==> config.mk <==
export PLATFORM = sky130hd
export DESIGN_NAME = single_rocket_motion_flat
export DESIGN_NICKNAME = d
export VERILOG_FILES = /design/src/rtl/rockets_pkg.sv /design/src/rtl/single_rocket_motion_if.sv /design/src/rtl/single_rocket_motion.sv /design/src/flat_wrapper.sv
export SDC_FILE = /design/constraint.sdc
export NUM_CORES = 1
export LEC_CHECK = 0
export CAP_MARGIN = 20
export CORE_ASPECT_RATIO = 1.25
export CORE_MARGIN = 8
export CORE_UTILIZATION = 50
export DETAILED_ROUTE_END_ITERATION = 16
export PLACE_DENSITY = 0.93
export SLEW_MARGIN = 40
export SYNTH_ARGS = -nofsm -noshare
export SYNTH_HDL_FRONTEND = slang
export SYNTH_SLANG_ARGS = --single-unit
export TNS_END_PERCENT = 30
==> constraint.sdc <==
create_clock -name clk -period 3.4 [get_ports clk]
set_input_delay 0.85 -clock clk [delete_from_list [all_inputs] [get_ports clk]]
set_output_delay 0.85 -clock clk [all_outputs]
set_load 0.05 [all_outputs]
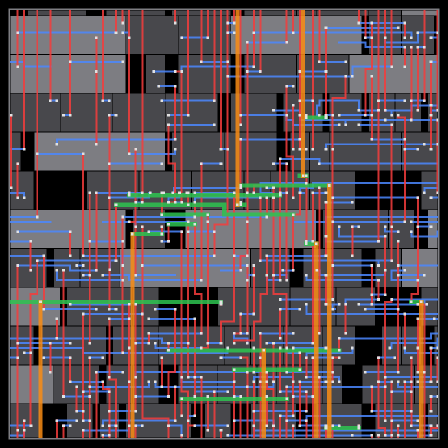
(a small window of the routed layout)
Window x 25 to 55, y 52 to 82 um. Cells in grey, sequential cells in the stronger grey; small squares are vias.
- blue: metal 1
- green: metal 3
- orange: metal 4
- red: metal 2
- cells with their middle in the window: 83
- most frequent: clkdlybuf4s50_1 (13), nand2_1 (8), dfrtp_1 (8)
- sequential cells in the window: 8

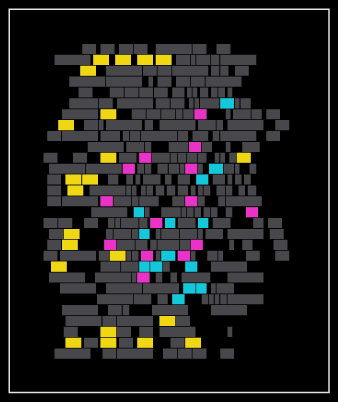
(logic cells by family)
(4 px per um)
- yellow: multiplexers (cells 22)
- cyan: AND-OR and OR-AND gates (cells 14)
- magenta: XOR/XNOR gates (cells 14; where centre)
most frequent logic cell in the layout: clkdlybuf4s50_1
Comb area share: 41.7%

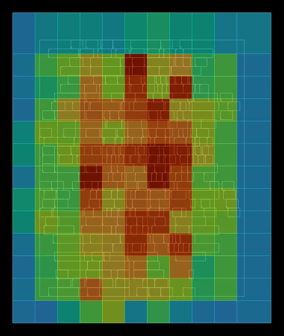
(routing congestion map)
wire per inst: 17.0 um
grt met2 use: 28.2%

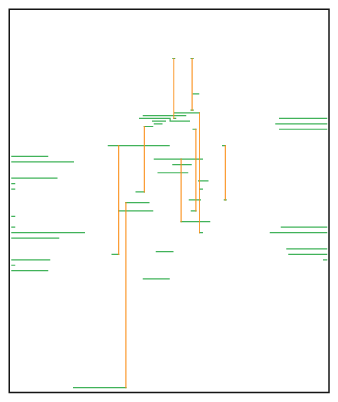
(wiring by layer)
(4 px per um) Only two layers are drawn.
- green: metal 3 (wire length 305 um)
- orange: metal 4 (wire length 197 um)
Tot GR Track Use: 16.1%
final wirelength: 6030 um
DR vias: 2079

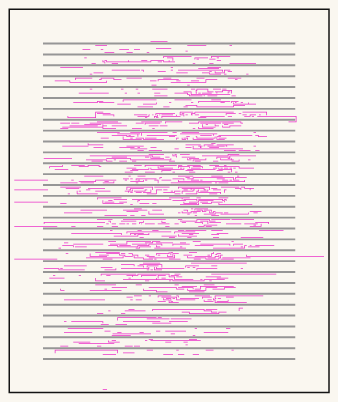
(M1 wires)
(4 px per um) Supply wires on this layer in grey.
- nets with wire on the layer: 313
- share of all routed wire: 39%
- longest straight run: 19.3 um
- main direction: horizontal
met1 usage: 18.0%

==> CHANGELOG.md <==
### Physical design

- Crit path DAT: 3170 ps
- PwrDens: 593 nW/um^2
- Leading area contributor after synthesis: dfrtp_1
- Row Count: 29
- Area fraction in mux cells: slightly below 10%
- Fin. max-slew vios: 0
- Top-area cell type share of the netlist area: about two fifths
- Area-dominant class: logic gates
- Met1 WL: 2330 um
- FP Core Util: about half
- FF-to-FF path depth: 11
- GPL Wtd Cong: 0.917
- Outcome: complete, no violations
- Drc violations: 0
- Worst slew pin tran: 646 ps
- Synth warn: 0
- DP Cell Count: 347
- Gr ovfl total: 0
- Design Area, Final: 3200 sq um
- Max reg flops: 17
- Post-DP HPWL: 4500 um
- Flip-flops with a built-in enable: 0
- Synth Cell Area: 2520 sq um
- Comb gate area: approximately 1300 sq um
- Met3 Wirelength: 305 um
- XORs/XNORs by Area: 4.86%
- Initial antenna violation count: 0
- Comb area leader: AND-OR/OR-AND gates
- Setup TNS: 0 ps
- Seq area share: 32.9%
- Worst path required time: ~3600 ps
- Vias in the first global route: 2155
- Relative slew slack: 56.8%
- Synth Flop Type: dfrtp_1
- CP Capture Type: flip-flop
- Final Non-Filler Cells: 355
- Post-Synth Simple-Gate Area: 9.47%
- Final hold vios: 0
- # hold bufs at CTS: 0
- F_max: 340 MHz
- Met3 Use GR: 3.21%
- Slowest library cell on the worst path: or4_4
- Synth async-reset ratio: 100%
- WHS: 509 ps
- Fill cells: around 370
- Register area: 1050 sq um
- Drt via density: 5.86
- Chip Footprint: 7590 sq um
synth_stat cells (all sizes together) (2+ instances only):
library cell / number
o21a: 2
xnor2: 6
nand3: 4
nor2: 6
a211o: 2
inv: 7
dfrtp: 42
a21o: 5
clkbuf: 8
mux2: 21
and3: 3
nand4: 2
o21ai: 20
xor2: 8
a22oi: 10
nand2: 24
nor2b: 3
ha: 16
a22o: 2
a21oi: 13
nor3: 3
o211ai: 3
buf: 12
o2111ai: 2
a31oi: 6
nand2b: 2
where the power goes:
part           leakage [uW]  internal (uW)  total [uW]  switching, uW
combinational      0.000845            374         926            552
sequential         0.000515            575         636           60.5
clock             0.0000482            164         331            167
total               0.00141           1110        1890            780
Power figures rest on the tool's default switching activity, not on a simulated workload.
